## config.mk

```make
export PLATFORM = sky130hd
export DESIGN_NAME = mem_port_arbiter
export DESIGN_NICKNAME = d
export VERILOG_FILES = /design/src/rtl/mem_port_arbiter.sv
export SDC_FILE = /design/constraint.sdc
export NUM_CORES = 1
export LEC_CHECK = 0
export CORE_MARGIN = 4
export CORE_UTILIZATION = 35
export CTS_CLUSTER_DIAMETER = 200
export DETAILED_ROUTE_END_ITERATION = 8
export PLACE_DENSITY = 0.71
export REMOVE_ABC_BUFFERS = 1
export SLEW_MARGIN = 15
export SYNTH_ARGS = -nofsm -noshare
export SYNTH_HDL_FRONTEND = slang
export SYNTH_SLANG_ARGS = --single-unit
export TNS_END_PERCENT = 100
```

## constraint.sdc

```tcl
create_clock -name clk -period 2.32 [get_ports clk]
set_input_delay 0.464 -clock clk [delete_from_list [all_inputs] [get_ports clk]]
set_output_delay 0.464 -clock clk [all_outputs]
set_load 0.03 [all_outputs]
```

## src/rtl/mem_port_arbiter.sv

```systemverilog
// Shares one single-port memory between instruction fetch and data access,
// with a fetch anti-starvation limit and an access timeout.
module mem_port_arbiter #(
  parameter int ADDR_W       = 32,
  parameter int DATA_W       = 32,
  parameter int MAX_D_STREAK = 4,
  parameter int TIMEOUT      = 64
) (
  input  logic              clk,
  input  logic              reset,
  input  logic              if_req,
  input  logic [ADDR_W-1:0] if_addr,
  output logic [DATA_W-1:0] if_rdata,
  output logic              if_ready,
  input  logic              d_read,
  input  logic              d_write,
  input  logic [ADDR_W-1:0] d_addr,
  input  logic [DATA_W-1:0] d_wdata,
  output logic [DATA_W-1:0] d_rdata,
  output logic              d_ready,
  output logic              err,
  output logic              stall_if,
  output logic              stall_mem,
  output logic              mem_req,
  output logic              mem_we,
  output logic [ADDR_W-1:0] mem_addr,
  output logic [DATA_W-1:0] mem_wdata,
  input  logic [DATA_W-1:0] mem_rdata,
  input  logic              mem_ack
);

  localparam int STREAK_W = $clog2(MAX_D_STREAK + 1);
  localparam int TMO_W    = (TIMEOUT > 1) ? $clog2(TIMEOUT) : 1;

  typedef enum logic [1:0] {IDLE, BUSY, DONE} state_t;

  state_t              state, state_next;
  logic                owner_d;
  logic [STREAK_W-1:0] streak;
  logic [TMO_W-1:0]    tmo_cnt;
  logic                d_pend, grant_d, grant_i, abort, finish;

  always_ff @(posedge clk) begin
    if (reset) state <= IDLE;
    else       state <= state_next;
  end

  always_comb begin
    state_next = state;
    case (state)
      IDLE:    if (grant_d || grant_i) state_next = BUSY;
      BUSY:    if (finish) state_next = DONE;
      DONE:    state_next = IDLE;
      default: state_next = IDLE;
    endcase
  end

  // Data wins contention until it has taken MAX_D_STREAK grants in a row.
  always_comb begin
    d_pend  = d_read | d_write;
    grant_d = 1'b0;
    grant_i = 1'b0;
    abort   = 1'b0;
    finish  = 1'b0;
    case (state)
      IDLE: begin
        grant_d = d_pend && (!if_req || (streak < STREAK_W'(MAX_D_STREAK)));
        grant_i = if_req && !grant_d;
      end
      BUSY: begin
        abort  = !mem_ack && (tmo_cnt == TMO_W'(TIMEOUT - 1));
        finish = mem_ack || abort;
      end
      default: ;
    endcase
  end

  always_ff @(posedge clk) begin
    if (reset) begin
      mem_req   <= 1'b0;
      mem_we    <= 1'b0;
      mem_addr  <= '0;
      mem_wdata <= '0;
      if_rdata  <= '0;
      d_rdata   <= '0;
      if_ready  <= 1'b0;
      d_ready   <= 1'b0;
      err       <= 1'b0;
      owner_d   <= 1'b0;
      streak    <= '0;
      tmo_cnt   <= '0;
    end else begin
      if_ready <= 1'b0;
      d_ready  <= 1'b0;
      err      <= 1'b0;
      if (grant_d || grant_i) begin
        mem_req   <= 1'b1;
        owner_d   <= grant_d;
        mem_we    <= grant_d & d_write;
        mem_addr  <= grant_d ? d_addr : if_addr;
        mem_wdata <= grant_d ? d_wdata : '0;
        tmo_cnt   <= '0;
        streak    <= (grant_d && if_req) ? streak + 1'b1 : '0;
      end
      if (state == BUSY) begin
        tmo_cnt <= tmo_cnt + 1'b1;
        if (finish) begin
          mem_req <= 1'b0;
          err     <= abort;
          if (owner_d) begin
            d_ready <= 1'b1;
            d_rdata <= abort ? '0 : mem_rdata;
          end else begin
            if_ready <= 1'b1;
            if_rdata <= abort ? '0 : mem_rdata;
          end
        end
      end
    end
  end

  assign stall_if  = if_req & ~if_ready;
  assign stall_mem = (d_read | d_write) & ~d_ready;

endmodule

```

Figure 1. Sizing map (run 1).
(3 px per um)
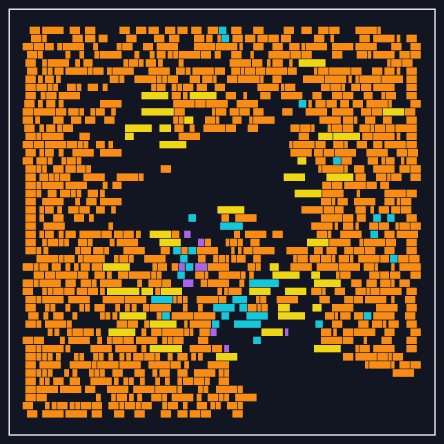
legend:
  orange:
    size: _0 and _1 cells
    cells: 854
    share: 92%
    most_used: clkdlybuf4s50_1
  cyan:
    size: _3 and _4 cells
    cells: 28
    share: 3.0%
    most_used: buf_4
  purple:
    size: _2 cells
    cells: 8
    share: 0.86%
    most_used: nor2_2
  yellow:
    size: _6 and larger
    cells: 40
    share: 4.3%
    most_used: clkbuf_16
post-route cell area: 9780 sq um
bufs w/o clock: 295
Area Overhead vs Synth: 56.9%
final setup margin: 222 ps

Figure 2. Placed standard cells (run 1).
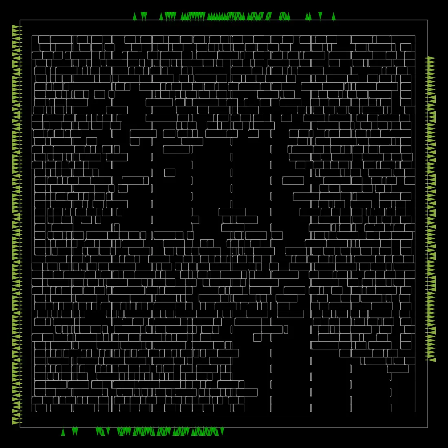
flop share of the area: 29.7%
tap cells: 225

==> ci_impl_report.md, run 1 <==
## Implementation flow summary

| Metric | Value |
|---|---|
| Row Count | about 48 |
| WL/cell | approximately 18 um |
| Slew Limit Headroom | 41.5% |
| Core area | between 15000 and 20000 sq um |
| Die footprint | between 15000 and 20000 sq um |
| FF+latch count | 145 |
| Max Transition Viols Final | 0 |
| Xor+xnor area frac | 0% |
| Hold depth | 2 |
| Placement Setup Slack | around 110 ps |
| #FFs+latches synth | approximately 150 |
| Worst Tran Pin Value | slightly below 900 ps |
| Top area contributor share | between 40% and 50% |
| Largest net degree at the start of global routing | slightly below 80 |
| Met1 Track Usage GR | between 20% and 30% |
| Top Layout Cells | 265 x clkdlybuf4s50_1, 145 x dfxtp_1, 73 x a21oi_1, 71 x nand2_1, 67 x o21ai_0 |
| M1 wire length | between 8000 and 9000 um |
| Global-route wire length before repair | 32500 um |
| Count leader, synth | dfxtp_1 |
| WL final | around 21000 um |
| Mapped Area | about 6200 sq um |
| H-Tree Depth | 4 |
| Setup Buffers After CTS | 0 |
| Design Power | around 0.0076 W |
| Most instantiated cells after synthesis | 145 x dfxtp_1, 73 x a21oi_1, 71 x nand2_1 |
| Via-to-Cell Ratio | roughly 5.4 |
| Outcome | completed |
| HPWL after DPL | between 10000 and 15000 um |
| Metal3 WL | about 2300 um |
| Unrepaired setup endpoints after global routing | false |
| Crit. End Element | output port |
| Met2 WL | just under 10000 um |
| P_comb | 0.00183 W |
| Hold worst-path end | d_rdata[21] |
| Dominant combinational family | AND-OR/OR-AND gates |
| Clk ins delay skew pair | between 400 and 500 ps |
| Yosys aoi share | between 20% and 30% |
| Number of DRC markers in iteration 0 | approximately 330 |
| Cells after Synth | ~680 |
Figure 3. Cells colored by class (run 1).
(3 px per um)
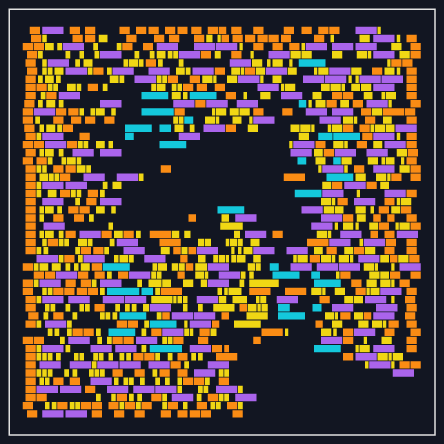
legend:
  cyan:
    class: clock drivers and dummy loads
    cells: 32
  orange:
    class: other buffers and delay cells
    cells: 295
  purple:
    class: flops
    cells: 145
  yellow:
    class: combinational and other logic
    cells: 458

run 1: through the flow:
step / std cells / utilization [%]
after floorplan: 603 / -
final: 1155 / 56.3
after CTS: 1155 / 56.3
after global placement: 1123 / 52.7
after global routing: 1155 / 56.3
after detailed placement: 1123 / 52.7
run 1: sequential cells by signal, summed over array words and instances (netlist names):
name,count
mem_we,1
err,1
mem_wdata,32
d_rdata,32
if_rdata,32
d_ready,1
mem_req,1
mem_addr,32
streak,3
if_ready,1
state,2
owner_d,1
tmo_cnt,6
run 1: worst max-delay path by stage:
stage,from,endpoint,slack (ps),depth (start not counted)
global placement,if_req,mem_addr[2],170,5
global route,d_read,stall_mem,120,4
CTS,if_req,stall_if,200,4
floorplan,d_read,mem_req,-930,3
detailed placement,if_req,mem_addr[26],110,5
finish,if_req,stall_if,220,4
Figure 4. Sequential cells grouped by signal name (run 1).
(3 px per um) Other sequential cells in the stronger gray, the rest of the logic in the fainter gray.
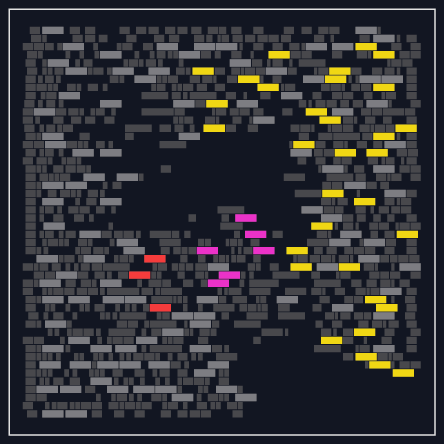

==> inputs of run 2 (changes only) <==
CORE_ASPECT_RATIO = 0.8   (was default)
Figure 5. Sequential cells grouped by signal name (run 2).
(2 px per um) Other sequential cells in the stronger gray, the rest of the logic in the fainter gray.
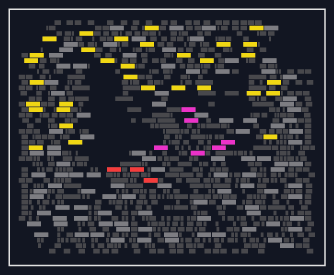
legend:
  red:
    name_in_the_netlist: streak
    sequential_cells: 3
  yellow:
    name_in_the_netlist: d_rdata
    sequential_cells: 32
  magenta:
    name_in_the_netlist: tmo_cnt
    sequential_cells: 6
    where: middle
not colored: 104
fin util: 56.2%
flop share of the area: 29.7%

Figure 6. Placed standard cells (run 2).
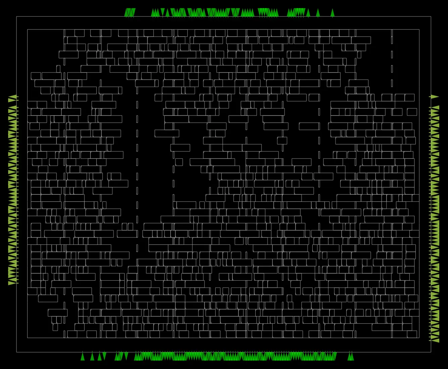
Final Non-Filler Cells: 1152
FF+latch count: 145
Row Count: 43

==> run 2 against run 1 <==
Synthesized area did not move. Design area down 0.18%. Count of clock-buffer cells in the layout grew 2. Sequential share of layout area rose by 0.053 points. Synthesized cell count stayed put. Power decreased by 2.7%. Core utilization is 0.17 points lower. Final cell count shrank 0.26%. Sequential cell count stayed put. Via count fell by 2.0%. Worst hold slack got worse by 0.54 ps. Largest power group is now registers.
==> ci_impl_report.md, run 2 <==
## Implementation flow summary

| Metric | Value |
|---|---|
| Outcome | completed |
| DP Cell Count | 1120 (-0.27%) |
| Hold depth | 2 (unchanged) |
| Yosys aoi share | 23.2% (unchanged) |
| Via-to-Cell Ratio | 5.30 (-1.7%) |
| Hold worst-path end | d_rdata[7] |
| Dominant combinational family | AND-OR/OR-AND gates |
| Die footprint | 20000 sq um (about the same) |
| Critical Path End | stall_mem |
| Slew Limit Headroom | 64.3% (+23 points) |
| Tap cells | 225 (unchanged) |
| HPWL after DPL | 13900 um (-0.79%) |
| Top Layout Cells | 265 x clkdlybuf4s50_1, 145 x dfxtp_1, 73 x a21oi_1, 71 x nand2_1, 67 x o21ai_0 |
| Cells after Synth | 680 (unchanged) |
| Count leader, synth | dfxtp_1 |
| Top area contributor share | 46.6% (unchanged) |
| WL/cell | 18.0 um (-0.41%) |
| Most instantiated cells after synthesis | 145 x dfxtp_1, 73 x a21oi_1, 71 x nand2_1 |
| Largest net degree at the start of global routing | 79 (unchanged) |
| Xor+xnor area frac | 0% (unchanged) |
| Setup Buffers After CTS | 0 (unchanged) |
| Mapped Area | 6230 sq um (unchanged) |
| Crit. End Element | output port |
| Bufs w/o clock | 292 (-1.0%) |
| Crit. path cell count | 5 (+1) |
run 2: stage by stage:
step | worst slack (ps) | utilization [%] | total power, W | cell area, sq um
5_1_grt | 14.5 | 56.2 | 0.00770 | 9760
4_1_cts | 213 | 56.2 | 0.00745 | 9760
2_1_floorplan | -933 | - | 0.00377 | 5850
6_report | 223 | 56.2 | 0.00737 | 9760
3_3_place_gp | 162 | 52.8 | 0.00468 | 9170
3_5_place_dp | 61.1 | 52.8 | 0.00470 | 9170
run 2: per-layer routing:
metal,part of all wire (%),global-route usage (%)
met5,0,0
met4,2.2,6.83
met3,7.8,5.72
met2,45,31.1
met1,45,27.5
run 2: worst min-delay path, delay by kind of cell (launching register included):
kind / cells / cell delay, ps
muxes: 1 / 50
and+or+nand+nor: 1 / 50
DFF: 1 / 310
No activity file was given, so power comes from the tool's default toggle rates.
